$ cat src/rtl/data_buffer.sv
// First-word fall-through data buffer with flush and a saturating push counter.
// Power-of-two depth lets the read and write pointers wrap naturally.
module data_buffer #(
    parameter int WIDTH     = 8,
    parameter int DEPTH     = 4,
    parameter int CNT_WIDTH = 8
) (
    input  logic                       clk_i,
    input  logic                       rst_i,
    input  logic                       flush_i,
    input  logic [WIDTH-1:0]           data_i,
    input  logic                       valid_i,
    output logic                       ready_o,
    output logic [WIDTH-1:0]           data_o,
    output logic                       valid_o,
    input  logic                       ready_i,
    output logic [$clog2(DEPTH):0]     level_o,
    output logic [CNT_WIDTH-1:0]       count_o
);

    localparam int AW = $clog2(DEPTH);
    localparam int LW = AW + 1;
    localparam logic [LW-1:0] FULL = LW'(DEPTH);

    if (WIDTH == 0) begin : g_bad_width
        $error("data_buffer: WIDTH must be non-zero");
    end
    if (DEPTH < 2 || (DEPTH & (DEPTH - 1)) != 0) begin : g_bad_depth
        $error("data_buffer: DEPTH must be a power of two >= 2");
    end

    logic [WIDTH-1:0]     mem [DEPTH];
    logic [AW-1:0]        wr_ptr;
    logic [AW-1:0]        rd_ptr;
    logic [LW-1:0]        level;
    logic [CNT_WIDTH-1:0] count;
    logic                 push;
    logic                 pop;

    assign ready_o = !rst_i && (level < FULL);
    assign valid_o = (level != '0);
    assign data_o  = mem[rd_ptr];
    assign level_o = level;
    assign count_o = count;

    // ready_o already folds in rst_i, so no write lands during reset
    assign push = valid_i && ready_o && !flush_i;
    assign pop  = valid_o && ready_i && !flush_i;

    always_ff @(posedge clk_i) begin
        if (push) begin
            mem[wr_ptr] <= data_i;
        end
    end

    always_ff @(posedge clk_i) begin
        if (rst_i) begin
            wr_ptr <= '0;
            rd_ptr <= '0;
            level  <= '0;
            count  <= '0;
        end else if (flush_i) begin
            wr_ptr <= '0;
            rd_ptr <= '0;
            level  <= '0;
        end else begin
            if (push) begin
                wr_ptr <= wr_ptr + AW'(1);
            end
            if (pop) begin
                rd_ptr <= rd_ptr + AW'(1);
            end
            unique case ({push, pop})
                2'b10:   level <= level + LW'(1);
                2'b01:   level <= level - LW'(1);
                default: level <= level;
            endcase
            if (push && count != '1) begin
                count <= count + CNT_WIDTH'(1);
            end
        end
    end

endmodule
$ cat config.mk
export PLATFORM = sky130hd
export DESIGN_NAME = data_buffer
export DESIGN_NICKNAME = d
export VERILOG_FILES = /design/src/rtl/data_buffer.sv
export SDC_FILE = /design/constraint.sdc
export NUM_CORES = 1
export LEC_CHECK = 0
export CAP_MARGIN = 15
export CELL_PAD_IN_SITES_DETAIL_PLACEMENT = 1
export CELL_PAD_IN_SITES_GLOBAL_PLACEMENT = 1
export CORE_MARGIN = 1.5
export CORE_UTILIZATION = 46
export DETAILED_ROUTE_END_ITERATION = 6
export PLACE_DENSITY_LB_ADDON = 0.1
export SLEW_MARGIN = 0
export SYNTH_ARGS = -nofsm -noshare
export SYNTH_HDL_FRONTEND = slang
export SYNTH_SLANG_ARGS = --single-unit
$ cat constraint.sdc
create_clock -name clk_i -period 3.4 [get_ports clk_i]
set_input_delay 0.68 -clock clk_i [delete_from_list [all_inputs] [get_ports clk_i]]
set_output_delay 0.68 -clock clk_i [all_outputs]
set_load 0.1 [all_outputs]
==> run summary <==
Flow results.

- The total number of yosys warnings is 0.
- The post-placement cell area is 0.00236 mm2.
- The destination of the worst register-to-register timing path is level_o[2].
- The global routing report lists met2 layer usage as 31.9%.
- The post-synthesis cell count from yosys is 138.
- The number of distinct library cells after synthesis is 33.
- The arithmetic-cell share of the synthesized area counting full adders, half adders and majority gates is 4.69%.
- The flow ran to the end, and the final reports show no timing, DRC or antenna violations.
- The final antenna diode tally reported by the flow is 0.
- The synthesized netlist devotes 11.7% of its cell area to simple gates.
- By count the netlist is led by 32 x edfxtp_1, 17 x dfxtp_1, 15 x nor2_1, 8 x mux4_2, 7 x inv_1.
- The buffer cell driving the clock tree root is clkbuf_8.
- A synthesized cell averages 14.7 um2.
- The depth of the CTS H-tree is 2.
- Per the timing report, the achievable frequency comes out to 382 MHz.
- The clock-pin slew of the registers on the worst-case setup and hold paths is 0.09 ns.
- The number of placement rows is 23.
- The worst reg2reg path startpoint is level_o[2].
- The post-synth register bit count is 49.
- The highest supply drop recorded on VDD is 0.000186 V.
- Looking at the power breakdown, combinational cells take 8.6% of the total.
- The hold violation total from the final report is 0.
- The critical hold path startpoint is count_o[5].
- The setup TNS after final layout is 0 ns.
- From left edge to right edge, the die measures 69.4 um.
- The final instance area is roughly 0.0024 mm2.
- The worst path required time is 3.63 ns.
- The depth of the worst hold-timing path is 1.
- The area fraction in compound gates is 4.32%.
- As logged by OpenROAD, the buffers inserted on ports number 33.
- The number of antenna violations at the first check in global routing is 0.
- The netlist area before placement is about 0.0020 mm2.
- The via count of the first global-routing pass is 1317.
- The post-detailed-route count of antenna-violating nets is 0.
- The max-cap violation count is 0.
- In the routed layout, each cell is associated on average with a via count of approximately 5.3.
- The final layout report lists a filler cell count of 410.
- The capturing element of the worst setup path is level_o[2].
- On the final layout, the worst clock skew is 0.0125 ns.
- The critical path in the final layout is reported with a setup slack of 0.782 ns.
- The combinational group power is 0.0907 mW.
- Cells with a size suffix above 1 make up 27.1% of the layout.
- STA classifies the critical path startpoint as an input port.
- The TritonCTS clock tree is built.
- In this run, placement finished with an instance count of 219.
- The HPWL after detailed placement is 2670 um.
- Looking at the max-slew report, the worst-margin pin has a slew of 0.578 ns.
- For hold timing, the worst endpoint is count_o[5].
- Ranking logic cells in the layout by count gives the top entries 32 x edfxtp_1, 23 x buf_4, 17 x dfxtp_1, 15 x nor2_1, 12 x clkdlybuf4s50_1.
- The global routing report lists met1 layer usage as 19.4%.
- In this run the worst setup path begins at flush_i.
- Grouping non-sequential cells by family puts the most area in simple AND/OR/NAND/NOR gates.
- The static leakage is between 0.8 and 0.9 nW.
- The type of the worst setup path is in -> reg.
- Entering global routing, the biggest net connects 15 pins.
- The power per standard cell area is roughly 430 mW/mm2.
- The layer flagged by global routing as most heavily used is met2.
- The overall chip area is 0.00481 mm2.
- Per report_power, the Sequential row totals roughly 0.64 mW.
- Headroom to the max-slew limit came out at 61.4%.
- Hold timing on the final database bottoms out at a slack of 0.552 ns.
- The first detailed-routing pass took 4 iterations.
- Max-slew check failures listed in the final report amount to 0.
- The post-CTS hold buffer count recorded in the log is 0.
- The synthesis report lists the most area-consuming cells as edfxtp_1 47%, dfxtp_1 17%, mux4_2 8.9%.
- Summed over all nets, the switching power comes to 0.241 mW.
- The cell-mix breakdown from Yosys lists the XOR/XNOR area share as under 10%.
- The smallest clock period supported by the final layout is computed as 2.62 ns.
- After detailed routing, no signal wire sits above met4.
- The share of synthesized area spent on multiplexers is between 10% and 20%.
- The critical-path maximum fanout is 4.
- Global routing consumed, on the met3 layer, under 10% of the routing resources.
- After global routing the overflow that remains totals 0.
- During I/O placement, the number of pins put on the boundary was 34.
- The area taken by multi-input logic gates is 682 um2.
- According to the finish report, the design has a final net count of ~200.
- The clock sink count is 49.
- The most frequently used cell type in the post-synthesis netlist is edfxtp_1.
- The stage logs contain a warning count of 29.
- The category of the worst setup path capture point is a flip-flop.
- The clock insertion delay at the later pin of the skew report is 0.29 ns.
- The signal arrival time at the worst endpoint is 2.85 ns.
- Logic depth along the worst register-to-register path is recorded as 8.
- The routed wirelength on the met1 layer is recorded as 1550 um.
- The path class of the tightest hold or removal check is reg -> reg.
- The synthesized chip area reported by yosys is approximately 0.0020 mm2.
- At the end of routability-driven placement, the weighted congestion stood at 0.853.
- The power report attributes to the sequential group a share of between 60 and 70%.
- Relative to the synthesized area, the layout overhead comes to 20.8%.
- The dominant register cell is edfxtp_1.
- The height of the chip is 69.4 um.
- The count of endpoints failing setup in the final report is 0.
- The first global-routing pass estimated approximately 6400 um of wire.
- The detailed router's first-iteration violation count is 34.
- The post-cts resize count is 0.
- The number of remaining DRC errors is 0.
- After clock tree synthesis, the setup repair step added 0 buffers.
- The number of nets in the synthesized netlist is 158.
- The most common logic cell in the final layout is edfxtp_1.
- Internal power comes to 0.812 mW.
- Of the total power, the clock network draws 30.3%.
- The final report lists a non-filler cell total of ~230.
- Of the available clock period, the critical path in the final layout requires 77.0%.
- Setup repair after global routing left no endpoint under its margin.
- Of the total power, the share spent switching nets is between 20% and 30%.
- Of all cell types, the one taking the most synthesized area is edfxtp_1.
- The biggest slice of the total power is consumed by registers.
- Summed over all nets, wire length on met3 after detailed routing comes to roughly 140 um.
worst max-delay path, stage by stage:
cell and delay, ns:
clkdlybuf4s50_1 0.49, and3b_1 0.31, ha_1 0.20, inv_1 0.06, fa_1 0.38, xor2_1 0.16, or3_2 0.41, a21oi_1 0.15
registers in the layout, summed over array words and instances (netlist names), named ones only:
signal and count:
mem 32, count_o 8, level_o 3, wr_ptr 2, rd_ptr 2
final cells by class:
cell class	count	share of cell area (%)
Multi-Input combinational cell	78	27.9
Sequential cell	49	53.2
Clock buffer	6	2.97
Inverter	7	1.07
Tap cell	50	2.56
Clock inverter	2	0.409
Timing Repair Buffer	35	12.0
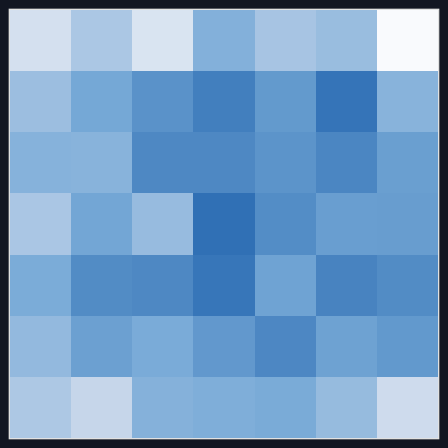
*Cell area per tile*
7 x 7 tiles, from white (low) to dark blue (high), 0 to 100% covered.
fullest tile = 74%
mean over tiles = 50%
placeable core region: 0.00412 mm2
FP Util: 49.2%
core utilization of the finished layout: 59.5%

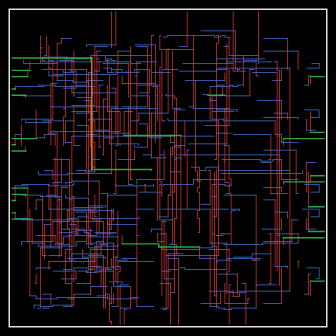
*Wiring by layer*
M2 -> red  # wire length 2050 um
M1 -> blue  # wire length 1550 um
M4 -> orange  # wire length 24.5 um
M3 -> green  # wire length 142 um
Total Routing Usage GR: 17.4%
total wirelength of the detailed-routed design: 3770 um
routed vias: 1196
wire length per cell after detailed routing: 16.6 um

Power figures rest on the tool's default switching activity, not on a simulated workload.
